==> config.mk <==
export PLATFORM = sky130hd
export DESIGN_NAME = shift_mult_n
export DESIGN_NICKNAME = d
export VERILOG_FILES = /design/src/rtl/mult_pkg.sv /design/src/rtl/shift_mult_dp.sv /design/src/rtl/shift_mult_n.sv
export SDC_FILE = /design/constraint.sdc
export NUM_CORES = 1
export LEC_CHECK = 0
export CAP_MARGIN = 15
export CORE_ASPECT_RATIO = 2
export CORE_UTILIZATION = 54
export DETAILED_ROUTE_END_ITERATION = 10
export PLACE_DENSITY = 0.83
export SKIP_LAST_GASP = 1
export SYNTH_ARGS = -nofsm -noshare
export SYNTH_HDL_FRONTEND = slang
export SYNTH_SLANG_ARGS = --single-unit
==> constraint.sdc <==
create_clock -name clk -period 2.1 [get_ports clk]
set_clock_uncertainty 0.05 [all_clocks]
set_input_delay 0.315 -clock clk [delete_from_list [all_inputs] [get_ports clk]]
set_output_delay 0.315 -clock clk [all_outputs]
set_load 0.02 [all_outputs]
==> src/rtl/mult_pkg.sv <==
// Shared definitions for the shift-add multiplier: FSM encoding and counter sizing.
package mult_pkg;

    typedef enum logic [1:0] {
        ST_IDLE = 2'd0,
        ST_RUN  = 2'd1,
        ST_DONE = 2'd2
    } state_t;

    // Counter must hold the value WIDTH itself, hence WIDTH+1 codes.
    function automatic int cnt_width(input int width);
        return $clog2(width + 1);
    endfunction

endpackage

==> src/rtl/shift_mult_dp.sv <==
// Datapath of the shift-add multiplier: operand magnitudes, accumulator/multiplier
// shift register, W+1-bit adder and final sign fix-up into the product register.
module shift_mult_dp
    import mult_pkg::*;
#(
    parameter int WIDTH = 8
) (
    input  logic                 clk,
    input  logic                 clr,
    input  logic                 load,
    input  logic                 step,
    input  logic                 finish,
    input  logic                 tc,
    input  logic [WIDTH-1:0]     ina,
    input  logic [WIDTH-1:0]     inb,
    output logic [2*WIDTH-1:0]   prod
);

    logic [WIDTH-1:0]   mcand_q, mcand_d;
    logic [WIDTH-1:0]   mult_q,  mult_d;
    logic [WIDTH-1:0]   acc_q,   acc_d;
    logic               sign_q,  sign_d;
    logic [2*WIDTH-1:0] out_q,   out_d;
    logic [WIDTH:0]     sum;

    // Magnitude of a W-bit operand; -2^(W-1) maps onto itself, which reads correctly as unsigned.
    function automatic logic [WIDTH-1:0] magnitude(input logic is_tc, input logic [WIDTH-1:0] v);
        return (is_tc && v[WIDTH-1]) ? -v : v;
    endfunction

    // Apply the result sign to the unsigned product, modulo 2^(2W).
    function automatic logic [2*WIDTH-1:0] fix_sign(input logic neg, input logic [2*WIDTH-1:0] p);
        return neg ? -p : p;
    endfunction

    // Next-state logic: capture on load, one add-and-shift per step, sign fix-up on finish.
    always_comb begin
        mcand_d = mcand_q;
        mult_d  = mult_q;
        acc_d   = acc_q;
        sign_d  = sign_q;
        out_d   = out_q;
        sum     = mult_q[0] ? ({1'b0, acc_q} + {1'b0, mcand_q}) : {1'b0, acc_q};
        if (load) begin
            mcand_d = magnitude(tc, ina);
            mult_d  = magnitude(tc, inb);
            acc_d   = '0;
            sign_d  = tc & (ina[WIDTH-1] ^ inb[WIDTH-1]);
        end else if (step) begin
            acc_d  = sum[WIDTH:1];
            mult_d = {sum[0], mult_q[WIDTH-1:1]};
        end
        if (finish) begin
            out_d = fix_sign(sign_q, {acc_q, mult_q});
        end
    end

    // Datapath registers; clear wipes everything including the visible product.
    always_ff @(posedge clk) begin
        if (clr) begin
            mcand_q <= '0;
            mult_q  <= '0;
            acc_q   <= '0;
            sign_q  <= 1'b0;
            out_q   <= '0;
        end else begin
            mcand_q <= mcand_d;
            mult_q  <= mult_d;
            acc_q   <= acc_d;
            sign_q  <= sign_d;
            out_q   <= out_d;
        end
    end

    assign prod = out_q;

endmodule

==> src/rtl/shift_mult_n.sv <==
// Sequential shift-add multiplier top: start/busy/done handshake, step counter and FSM.
// RUN performs WIDTH add-shift steps and one fix-up cycle, so a start accepted at
// edge k raises done after edge k+WIDTH+1; done is a single-cycle DONE state.
module shift_mult_n
    import mult_pkg::*;
#(
    parameter int WIDTH = 8
) (
    input  logic                 clk,
    input  logic                 sig,
    input  logic                 start,
    input  logic                 tc,
    input  logic [WIDTH-1:0]     ina,
    input  logic [WIDTH-1:0]     inb,
    output logic                 busy,
    output logic                 done,
    output logic [2*WIDTH-1:0]   out
);

    localparam int CW = cnt_width(WIDTH);

    state_t          state_q, state_d;
    logic [CW-1:0]   cnt_q,   cnt_d;
    logic            load;
    logic            step;
    logic            finish;

    // Next-state and datapath strobes; start is only honoured outside RUN.
    always_comb begin
        state_d = state_q;
        cnt_d   = cnt_q;
        load    = 1'b0;
        step    = 1'b0;
        finish  = 1'b0;
        case (state_q)
            ST_IDLE, ST_DONE: begin
                if (start) begin
                    state_d = ST_RUN;
                    cnt_d   = CW'(WIDTH);
                    load    = 1'b1;
                end else begin
                    state_d = ST_IDLE;
                end
            end
            ST_RUN: begin
                if (cnt_q == '0) begin
                    state_d = ST_DONE;
                    finish  = 1'b1;
                end else begin
                    step  = 1'b1;
                    cnt_d = cnt_q - CW'(1);
                end
            end
            default: state_d = ST_IDLE;
        endcase
    end

    // Control registers; reset aborts any operation in flight.
    always_ff @(posedge clk) begin
        if (sig) begin
            state_q <= ST_IDLE;
            cnt_q   <= '0;
        end else begin
            state_q <= state_d;
            cnt_q   <= cnt_d;
        end
    end

    assign busy = (state_q == ST_RUN);
    assign done = (state_q == ST_DONE);

    shift_mult_dp #(.WIDTH(WIDTH)) u_dp (
        .clk    (clk),
        .clr    (sig),
        .load   (load),
        .step   (step),
        .finish (finish),
        .tc     (tc),
        .ina    (ina),
        .inb    (inb),
        .prod   (out)
    );

endmodule

### Metal 1, run 1

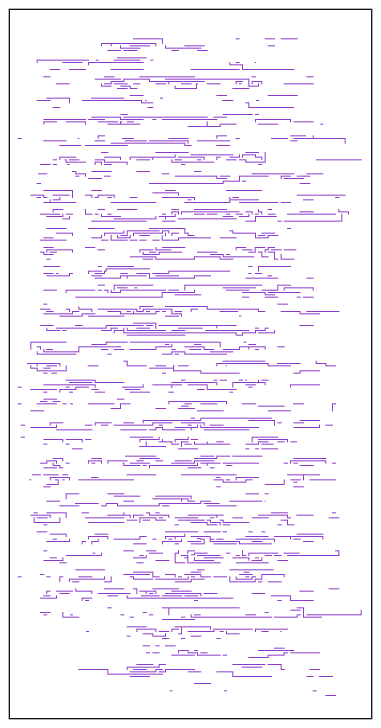
main direction	horizontal
wire length on this layer	2360 µm
longest straight run	16.1 µm
share of all routed wire	40%
nets with wire on the layer	369
met1 Resource Use GR: 27.7%
Vias: 2521
final WL: 5920 µm

### Cell placement, run 1

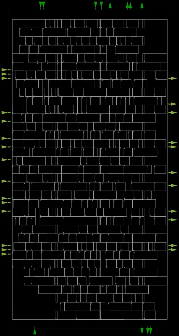
Flops: 47
row count: 35
Cell Count, Final, Fillers Out: 437

### Metal 2, run 1

Cells faint in the background.
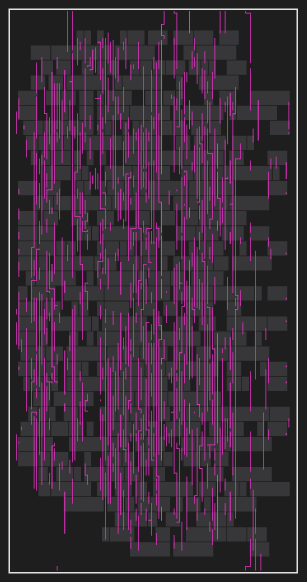
share of all routed wire	56%
main direction	vertical
wire length on this layer	3310 µm

==> impl_metrics.tcl, run 1 <==
# implementation run metrics
set metrics [dict create \
    finalSetupViolCount 0 \
    htreeDepth 2 \
    wl_per_cell_um 13.6 \
    worst-slew-pin-transition_ns 0.376 \
    top_cells_by_count "nor2_1 (50), dfxtp_1 (47), nand2_1 (36)" \
    finalHoldViolCount 0 \
    dp.final_hpwl_um 4610 \
    yosys.cell_types.count 38 \
    cts_tree "yes" \
    cts_max_path_buffers 2 \
    drive_gt1_share_pct 8.90 \
    run_status "complete, no violations" \
    flop_area_um2 941 \
    yosysCellCount 336 \
    grt_use_total_pct 25.5 \
    p_leak_nw 1.26 \
    hold_slack_ns 0.415 \
    clkLatencyLatePin_ns 0.30 \
    switching_share_pct 29.5 \
    drt_iter0_drc 73 \
    grt_pass1_vias 2394 \
    cts.sinks 47 \
    fin_crit_ns 2.03 \
    cts_resized 0 \
    maxCapViolCount 0 \
    p_switching_w 0.000662 \
    yosysTopAreaCellShare_pct 35.2 \
]
==> run 1: registers in the layout, summed over array words and instances, names as in the netlist <==
| signal | count |
|---|---|
| cnt_q | 4 |
| state_q | 2 |
| u_dp.acc_q | 8 |
| u_dp.mcand_q | 8 |
| u_dp.mult_q | 8 |
| u_dp.prod | 16 |
| u_dp.sign_q | 1 |
==> run 1: stage by stage <==
stage               instance area, µm²  total power, W  std cells  setup WS (ns)  util [%]
floorplan                         2680         0.00139        336          0.213         -
global placement                  3230         0.00159        430         0.0110      68.9
detailed placement                3230         0.00161        430        -0.0158      68.9
CTS                               3330         0.00224        437         0.0226      71.1
global route                      3340         0.00235        437        -0.0319      71.3
finish                            3340         0.00224        437         0.0736      71.3
==> run 1: logic make-up (layout without fill, tap and decap cells) <==
kind of cell	count (synthesis)	after routing	share of synthesized area (%)
xor gates and xnor gates	28	28	9.17
AOI/OAI and AO/OA	88	88	22.4
muxes	3	3	1.12
DFF	47	47	35.2
adders and majority gates	14	14	6.83
buffers and inverters	33	79	4.68
and+or+nand+nor	123	123	20.6
==> run 1: power groups by stage <==
| stage | Sequential (W) | Clock (W) | Combinational [W] |
|---|---|---|---|
| 6_report | 0.00102 | 0.000645 | 0.000581 |
| 3_3_place_gp | 0.00103 | 0 | 0.000560 |
| 4_1_cts | 0.00102 | 0.000649 | 0.000580 |
| 5_1_grt | 0.00102 | 0.000681 | 0.000648 |
| 3_5_place_dp | 0.00104 | 0 | 0.000578 |
| 2_1_floorplan | 0.00106 | 0 | 0.000322 |
==> run 1: area by class of cell <==
cell class | count | share of cell area [%]
inverters | 14 | 1.57
well taps | 55 | 2.06
multi-input cells | 256 | 48.6
clock inverters | 1 | 0.899
clock buffers | 6 | 2.17
repair buffers | 58 | 16.6
flip-flops and latches | 47 | 28.2
==> run 1: placed cells by master, fill, tap and decap left out, drive strengths merged, types with 5 or more instances in the layout <==
master / instances
nor2: 50
dfxtp: 47
clkdlybuf4s50: 37
nand2: 36
a211oi: 21
buf: 21
a21oi: 18
xor2: 16
inv: 14
ha: 13
xnor2: 12
a311oi: 12
o21ai: 11
o31ai: 6
a31oi: 6
or3: 6
nand3: 6
clkbuf: 6
nor3: 5
nor2b: 5
==> run 1: how the worst max path moves through the flow <==
stage	start	end	slack, ns
floorplan	u_dp.acc_q[0]	u_dp.acc_q[5]	0.21
global placement	inb[1]	u_dp.mult_q[5]	0.01
detailed placement	inb[1]	u_dp.mult_q[5]	-0.02
CTS	u_dp.acc_q[0]	u_dp.acc_q[7]	0.02
global route	u_dp.acc_q[0]	u_dp.acc_q[7]	-0.03
finish	u_dp.acc_q[0]	u_dp.acc_q[7]	0.07
==> run 1: routing by layer <==
layer / track usage (%) / vias to the layer above / routed length (µm)
li1: - / 1291 / -
met1: 27.7 / 1173 / 2360
met2: 47.7 / 47 / 3310
met3: 2.85 / 10 / 126
met4: 11.0 / 0 / 127
met5: 0 / - / 0
==> run 1: critical path: stages (launching register included) <==
cell and delay, ns:
dfxtp_1 0.33, ha_2 0.20, inv_1 0.08, fa_2 0.22, nor2b_2 0.05, o31ai_1 0.29
a21oi_1 0.17, a2111oi_1 0.44, nor3_1 0.08
==> run 2: changes to the inputs <==
Settings changed: CORE_MARGIN from default to 4.
==> impl_metrics.tcl, run 2 <==
# implementation run metrics
set metrics [dict create \
    startpoint "u_dp.acc_q[0]" \
    fin_cells 436 \
    dp.final_hpwl_um 4710 \
    yosys.cell_types.count 38 \
    grt_pass1_vias 2379 \
    layout_setup_ws_ns 0.100 \
    yosysCellCount 336 \
    largest_reg_flops 16 \
    wl_per_cell_um 13.6 \
    dp.cells 430 \
    fin_crit_ns 2.00 \
    die_area_um2 6210 \
    maxCapViolCount 0 \
    finalSetupViolCount 0 \
    final_core_util_pct 68.6 \
    cts_max_path_buffers 2 \
    yosysTopAreaCellShare_pct 35.2 \
    fill_cells 407 \
    final_cell_mix "nor2_1 (49), dfxtp_1 (46), clkdlybuf4s50_1 (37)" \
    drt_iter0_drc 46 \
    htreeDepth 2 \
    cts_tree "yes" \
    startpoint_type "flop" \
    vias_per_cell 5.76 \
    worst-slew-pin-transition_ns 0.518 \
    dpl_worst_slack_ns -0.0127 \
    clkLatencyLatePin_ns 0.30 \
    power_density_nw_per_um2 636 \
    grt_use_total_pct 20.5 \
    clock.fmax_ghz 0.500 \
    flop_area_um2 942 \
    placed_area_um2 3210 \
    drive_gt1_share_pct 8.71 \
    run_status "complete, no violations" \
    synth_cells 336 \
    p_leak_nw 1.24 \
    top_cells_by_count "nor2_1 (50), dfxtp_1 (47), nand2_1 (36)" \
    num_rows 36 \
]
run 2: cell counts after synthesis:
No cell type changed its count.
run 2: worst max path at each step:
| stage | depth (start not counted) | slack (ns) | end |
|---|---|---|---|
| 2_1_floorplan | 8 | 0.21 | u_dp.acc_q[5] |
| 6_report | 8 | 0.10 | u_dp.acc_q[7] |
| 5_1_grt | 8 | -0.006 | u_dp.acc_q[5] |
| 4_1_cts | 8 | 0.002 | u_dp.acc_q[7] |
| 3_5_place_dp | 6 | -0.01 | u_dp.mult_q[5] |
| 3_3_place_gp | 6 | 0.01 | u_dp.mult_q[5] |
run 2: layout make-up:
class                   instances  area share [%]
inverters                      14            1.59
repair buffers                 56            16.3
clock buffers                   6            2.20
multi-input cells             256            49.3
flip-flops and latches         47            28.5
well taps                      57            2.16
run 2: layer usage:
metal | wire (µm) | vias up | share of wire (%) | track usage [%]
met5 | 0 | - | 0 | 0
met4 | 191 | 0 | 3.2 | 11.4
met3 | 218 | 14 | 3.7 | 3.72
met2 | 3400 | 54 | 57 | 39.5
met1 | 2130 | 1161 | 36 | 19.0
li1 | - | 1282 | - | -
run 2: repair_timing:
item,in CTS,in global routing
endpoints found under the hold margin,0,0
hold buffers,0,0
setup endpoints to repair,0,8
resized,0,7
run 2: worst max-delay path, stage by stage (launching register included):
cell and delay (ns):
dfxtp_1 0.32, ha_2 0.20, inv_1 0.07, fa_1 0.22, nor2b_2 0.07, o31ai_1 0.35
a21oi_2 0.14, a2111oi_2 0.38, nor3_1 0.08
run 2: metrics by stage:
stage | hold slack [ns] | setup TNS, ns | power, W
2_1_floorplan | 0.390 | 0 | 0.00139
3_3_place_gp | 0.398 | 0 | 0.00159
3_5_place_dp | 0.399 | -0.0127 | 0.00161
4_1_cts | 0.412 | 0 | 0.00211
5_1_grt | 0.443 | -0.00621 | 0.00222
6_report | 0.408 | 0 | 0.00210
run 2: cell families after synthesis:
family	after synthesis	synth area share [%]
mux	3	1.12
xor+xnor	28	9.17
simple gates	123	20.6
flops	47	35.2
buf+inv	33	4.68
compound gates	88	22.4
fa+ha+maj	14	6.83
run 2: power by group:
| group | internal, W | switching [W] |
|---|---|---|
| clock network | 0.000222 | 0.000286 |
| registers | 0.000961 | 0.0000558 |
| logic | 0.000268 | 0.000308 |
### Cell density map, run 2

6 x 11 tiles, from white (low) to dark blue (high), 0 to 100% covered.
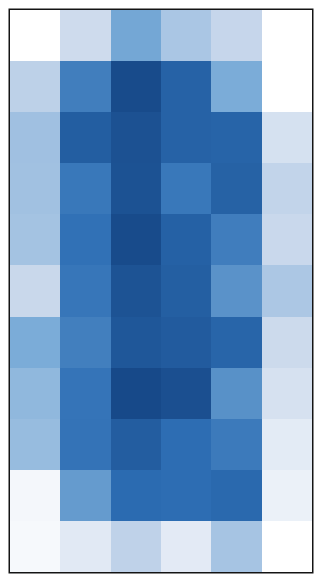
nearly empty tiles	6.1%
fullest tile	90%
densest ninth of the die	center
mean over tiles	52%
tiles over 75% full	33%

### Metal 2, run 2

Cells faint in the background.
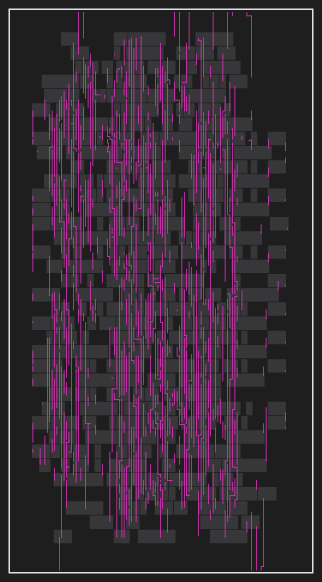
share of all routed wire	57%
wire length on this layer	3400 µm
final WL: 5940 µm
Vias: 2511
GRT met2 Usage: 39.5%

No activity file was given, so power comes from the tool's default toggle rates.
